==> src/rtl/logic_unit_pkg.sv <==
// rtl/logic_unit_pkg.sv - opcode and FSM state definitions for the sliced bitwise logic unit
package logic_unit_pkg;

    typedef logic [2:0] opcode_t;

    localparam opcode_t OP_AND   = 3'd0;
    localparam opcode_t OP_OR    = 3'd1;
    localparam opcode_t OP_XOR   = 3'd2;
    localparam opcode_t OP_NOR   = 3'd3;
    localparam opcode_t OP_ANDN  = 3'd4;
    localparam opcode_t OP_ORN   = 3'd5;
    localparam opcode_t OP_PASSA = 3'd6;
    localparam opcode_t OP_RSVD  = 3'd7;

    typedef enum logic [1:0] {
        IDLE = 2'd0,
        BUSY = 2'd1,
        DONE = 2'd2
    } state_t;

endpackage

==> src/rtl/bitwise_logic_seq_if.sv <==
// rtl/bitwise_logic_seq_if.sv - request/response handshake bundle for the sliced bitwise logic unit
interface bitwise_logic_seq_if #(
    parameter int WIDTH = 32
);
    import logic_unit_pkg::*;

    logic             in_valid;
    logic             in_ready;
    opcode_t          opcode;
    logic [WIDTH-1:0] operand_a;
    logic [WIDTH-1:0] operand_b;
    logic             out_valid;
    logic             out_ready;
    logic [WIDTH-1:0] result;
    logic             result_zero;
    logic             busy;

    modport master (
        output in_valid, opcode, operand_a, operand_b, out_ready,
        input  in_ready, out_valid, result, result_zero, busy
    );

    modport slave (
        input  in_valid, opcode, operand_a, operand_b, out_ready,
        output in_ready, out_valid, result, result_zero, busy
    );

endinterface

==> src/rtl/logic_slice.sv <==
// rtl/logic_slice.sv - combinational opcode-selected bitwise operation on one slice
module logic_slice
    import logic_unit_pkg::*;
#(
    parameter int SLICE = 8
) (
    input  opcode_t          opcode,
    input  logic [SLICE-1:0] a,
    input  logic [SLICE-1:0] b,
    output logic [SLICE-1:0] y
);

    always_comb begin
        y = '0;
        case (opcode)
            OP_AND:   y = a & b;
            OP_OR:    y = a | b;
            OP_XOR:   y = a ^ b;
            OP_NOR:   y = ~(a | b);
            OP_ANDN:  y = a & ~b;
            OP_ORN:   y = a | ~b;
            OP_PASSA: y = a;
            default:  y = '0;
        endcase
    end

endmodule

==> src/rtl/bitwise_logic_seq.sv <==
// rtl/bitwise_logic_seq.sv - multi-cycle bitwise logic unit, one slice per cycle, LSB slice first
module bitwise_logic_seq
    import logic_unit_pkg::*;
#(
    parameter int WIDTH = 32,
    parameter int SLICE = 8
) (
    input  logic                clock,
    input  logic                reset,
    bitwise_logic_seq_if.slave  bus
);

    localparam int NSLICE = WIDTH / SLICE;
    localparam int CW     = (NSLICE > 1) ? $clog2(NSLICE) : 1;
    localparam logic [CW-1:0] LAST = CW'(NSLICE - 1);

    state_t           state;
    state_t           state_nxt;
    opcode_t          op_q;
    logic [WIDTH-1:0] a_q;
    logic [WIDTH-1:0] b_q;
    logic [WIDTH-1:0] res_q;
    logic             zero_q;
    logic [CW-1:0]    cnt;
    logic [SLICE-1:0] a_sl;
    logic [SLICE-1:0] b_sl;
    logic [SLICE-1:0] y_sl;
    logic             last;

    assign last = (cnt == LAST);

    always_ff @(posedge clock) begin
        if (reset) begin
            state <= IDLE;
        end else begin
            state <= state_nxt;
        end
    end

    always_comb begin
        state_nxt = state;
        case (state)
            IDLE:    if (bus.in_valid)  state_nxt = BUSY;
            BUSY:    if (last)          state_nxt = DONE;
            DONE:    if (bus.out_ready) state_nxt = IDLE;
            default: state_nxt = IDLE;
        endcase
    end

    // Operand slice select for the current counter position
    always_comb begin
        a_sl = '0;
        b_sl = '0;
        for (int k = 0; k < NSLICE; k++) begin
            if (cnt == CW'(k)) begin
                a_sl = a_q[k*SLICE +: SLICE];
                b_sl = b_q[k*SLICE +: SLICE];
            end
        end
    end

    logic_slice #(.SLICE(SLICE)) u_slice (
        .opcode (op_q),
        .a      (a_sl),
        .b      (b_sl),
        .y      (y_sl)
    );

    always_ff @(posedge clock) begin
        if (reset) begin
            op_q   <= OP_AND;
            a_q    <= '0;
            b_q    <= '0;
            res_q  <= '0;
            zero_q <= 1'b0;
            cnt    <= '0;
        end else begin
            case (state)
                IDLE: begin
                    if (bus.in_valid) begin
                        op_q   <= bus.opcode;
                        a_q    <= bus.operand_a;
                        b_q    <= bus.operand_b;
                        res_q  <= '0;
                        zero_q <= 1'b1;
                        cnt    <= '0;
                    end
                end
                BUSY: begin
                    for (int k = 0; k < NSLICE; k++) begin
                        if (cnt == CW'(k)) begin
                            res_q[k*SLICE +: SLICE] <= y_sl;
                        end
                    end
                    // Running flag: ends up equal to ~|result once all slices land
                    zero_q <= zero_q & ~(|y_sl);
                    cnt    <= last ? '0 : cnt + 1'b1;
                end
                default: begin
                end
            endcase
        end
    end

    assign bus.in_ready    = (state == IDLE);
    assign bus.out_valid   = (state == DONE);
    assign bus.busy        = (state != IDLE);
    assign bus.result      = res_q;
    assign bus.result_zero = zero_q;

endmodule

==> src/flat_wrapper.sv <==
// flat-port wrapper written by rule: the top's interface ports become plain ports
module bitwise_logic_seq_flat import logic_unit_pkg::*;
#(
    parameter int WIDTH = 32,
    parameter int SLICE = 8
)
  (clock, reset, bus_in_valid, bus_opcode, bus_operand_a, bus_operand_b, bus_out_ready, bus_in_ready, bus_out_valid, bus_result, bus_result_zero, bus_busy);
  bitwise_logic_seq_if #(.WIDTH(WIDTH)) bus_i ();
  input  logic clock;
  input  logic reset;
  input wire logic [$bits(bus_i.in_valid)-1:0] bus_in_valid;
  input wire logic [$bits(bus_i.opcode)-1:0] bus_opcode;
  input wire logic [$bits(bus_i.operand_a)-1:0] bus_operand_a;
  input wire logic [$bits(bus_i.operand_b)-1:0] bus_operand_b;
  input wire logic [$bits(bus_i.out_ready)-1:0] bus_out_ready;
  output wire logic [$bits(bus_i.in_ready)-1:0] bus_in_ready;
  output wire logic [$bits(bus_i.out_valid)-1:0] bus_out_valid;
  output wire logic [$bits(bus_i.result)-1:0] bus_result;
  output wire logic [$bits(bus_i.result_zero)-1:0] bus_result_zero;
  output wire logic [$bits(bus_i.busy)-1:0] bus_busy;
  assign bus_i.in_valid = bus_in_valid;
  assign bus_i.opcode = bus_opcode;
  assign bus_i.operand_a = bus_operand_a;
  assign bus_i.operand_b = bus_operand_b;
  assign bus_i.out_ready = bus_out_ready;
  assign bus_in_ready = bus_i.in_ready;
  assign bus_out_valid = bus_i.out_valid;
  assign bus_result = bus_i.result;
  assign bus_result_zero = bus_i.result_zero;
  assign bus_busy = bus_i.busy;
  bitwise_logic_seq #(.WIDTH(WIDTH), .SLICE(SLICE)) u_core (.clock(clock), .reset(reset), .bus(bus_i));
endmodule
==> config.mk <==
export PLATFORM = sky130hd
export DESIGN_NAME = bitwise_logic_seq_flat
export DESIGN_NICKNAME = d
export VERILOG_FILES = /design/src/rtl/logic_unit_pkg.sv /design/src/rtl/bitwise_logic_seq_if.sv /design/src/rtl/logic_slice.sv /design/src/rtl/bitwise_logic_seq.sv /design/src/flat_wrapper.sv
export SDC_FILE = /design/constraint.sdc
export NUM_CORES = 1
export LEC_CHECK = 0
export CORE_UTILIZATION = 40
export CTS_CLUSTER_DIAMETER = 30
export DETAILED_ROUTE_END_ITERATION = 12
export GPL_TIMING_DRIVEN = 0
export PLACE_DENSITY = 0.71
export SKIP_LAST_GASP = 1
export SYNTH_ARGS = -nofsm -noshare
export SYNTH_HDL_FRONTEND = slang
export SYNTH_SLANG_ARGS = --single-unit
==> constraint.sdc <==
create_clock -name clock -period 2.9 [get_ports clock]
set_input_delay 0.435 -clock clock [delete_from_list [all_inputs] [get_ports clock]]
set_output_delay 0.435 -clock clock [all_outputs]
set_load 0.02 [all_outputs]
==> flow.log <==
[report] extracting results
[metrics] buffering overhead: 0.197
[metrics] multi-input logic cell count: 454
[metrics] syn avg cell area: 8.19 µm²
[metrics] height of the chip: 116 µm
[metrics] most frequent cells in the layout: nand2_1, clkdlybuf4s50_1, dfxtp_1
[metrics] flop2flop setup slack: 130 ps
[metrics] number of standard cells after synthesis: 632
[metrics] count of inverters other than clock inverters in the layout: 21
[metrics] unrepaired setup endpoints after global routing: true
[metrics] power consumption: 3.37 mW
[metrics] compound-gate portion of the synthesized area: 0.225
[metrics] highest net fanout along the worst path: 10
[metrics] Power Internal: 2.41 mW
[metrics] die width: 116 µm
[metrics] outcome: completed
[metrics] most frequent logic cell in the layout: nand2_1
[metrics] Worst Hold Path Cells: 2
[metrics] Clk pwr share: 0.329
[metrics] Async SR Flop Fraction: 0
[metrics] hold-critical path endpoint: u_core.a_q[20]
[metrics] Sequential Power Share: 0.458
[metrics] path length in cells of the critical path: 15
[metrics] hold slack: 457 ps
[metrics] worst hold path class: flop to flop
[metrics] sort of element at the end of the critical path: flop
[metrics] CP arrival: 3060 ps
[metrics] startpoint types: flop
[metrics] leakage power: 2.45 nW
[metrics] combinational group share of total power: 0.213
[metrics] Via density: 5.19
[metrics] class of the most critical setup path: flop to flop
[metrics] total of fill cells in the finished design: 1181
[metrics] DRC violation count after routing: 0
[metrics] post-placement setup slack: -121 ps
[metrics] Sequential cell area: 2090 µm²
[metrics] yosys cell count: 632
[metrics] maximum number of pins on one net before global-route repair: 17
[metrics] Top cells by area: dfxtp_1, nand2_1, a21oi_1, a22oi_1, ha_1
[metrics] top cells by count, synth: nand2_1, dfxtp_1, a21oi_1
[metrics] via count of the first global-routing pass: 4764
[metrics] R2R Path Start: u_core.cnt[1]
[metrics] # clk buffers: 12
[metrics] portion of the clock cycle consumed by the worst path in the final layout: 0.955
[metrics] hold buffer count at CTS: 0
[metrics] xor and xnor fraction of the mapped netlist area: 0.0152
[metrics] launching instance or port of the critical path: u_core.cnt[1]
[metrics] count of endpoints failing hold in the final timing report: 0
[metrics] layout sequential cell count: 104
[metrics] Final GP Congestion: 0.868
[metrics] adder share: 0.0483
[metrics] highest clock rate: 361 MHz
[metrics] gate family responsible for the most delay along the worst path: AND-OR/OR-AND gates
[metrics] area fraction of the dominant cell type after synthesis: 0.402
[metrics] most instantiated library cell after synthesis: nand2_1
[metrics] later-pin clock latency in the skew report: 340 ps
[metrics] most used flip-flop cell: dfxtp_1
[metrics] post-detailed-routing wire length: 14.6 mm
[metrics] slew at the pin with the worst max-slew slack: 722 ps
[metrics] Area-dominant class: multi-input combinational cells
[metrics] Yosys chip area: 5180 µm²
[metrics] number of different library cells in the post-synthesis netlist: 34
[metrics] number of antenna violations at the first check in global routing: 0
[metrics] launch instance of the worst min-delay path: u_core.a_q[20]
[metrics] multi-input gate share of the layout cell area: 0.416
[metrics] capture point of the worst path: u_core.bus.result_zero
[metrics] core area: 12600 µm²
[metrics] post-layout minimum cycle time: 2770 ps
[metrics] grt ovf: 0
[metrics] floorplan utilization: 0.410
[metrics] chip area: 13400 µm²
[metrics] number of buffers added by the clock tree synthesis step: 9
[metrics] violation count after the first detailed-route iteration: 266
[metrics] portion of the post-synthesis area used by sequential elements: 0.402
[power groups by stage]
| stage | sequential (mW) | clock [mW] | combinational (mW) |
|---|---|---|---|
| finish | 1.54 | 1.11 | 0.718 |
| global route | 1.55 | 1.20 | 0.779 |
| CTS | 1.54 | 1.12 | 0.693 |
| detailed placement | 1.57 | 0 | 0.685 |
| global placement | 1.57 | 0 | 0.662 |
| floorplan | 1.57 | 0 | 0.431 |
[layer usage]
metal,vias to the layer above,track usage,routed length (µm)
li1,2358,-,-
met1,2275,0.286,6490
met2,149,0.375,6980
met3,25,0.0361,838
met4,0,0.0761,285
met5,-,0,0
[repair_timing]
action                     4_1_cts  5_1_grt
setup endpoints to repair       17       33
pin swaps                        0        5
gates resized                    8       25
gates cloned                     0        0
buffers inserted                 0        2
Wires at chosen ports, followed through buffers:
Bar = 20 µm.
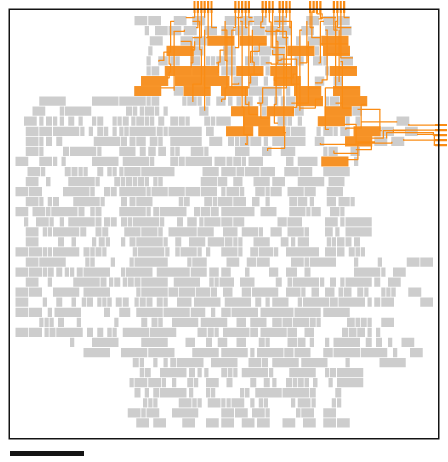
Orange is `bus_result`, bits 32, direction output, end cells 32, buffers 32, wire 959 µm.

Routed metal, one color a layer:
Only two layers are drawn.
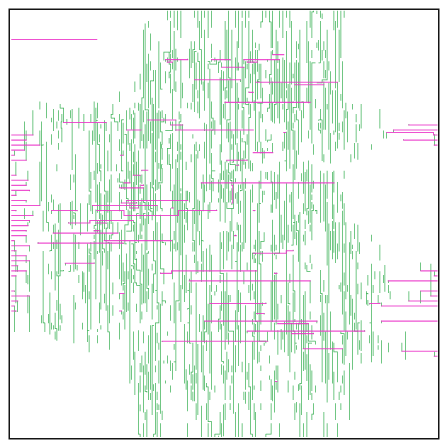
Green is met2, wire length 6980 µm. Magenta is met3, wire length 839 µm.
via count: 4807
global-route total usage across every layer: 0.222
Routed WL per cell: 15.7 µm

Power and IR drop assume default switching activity.
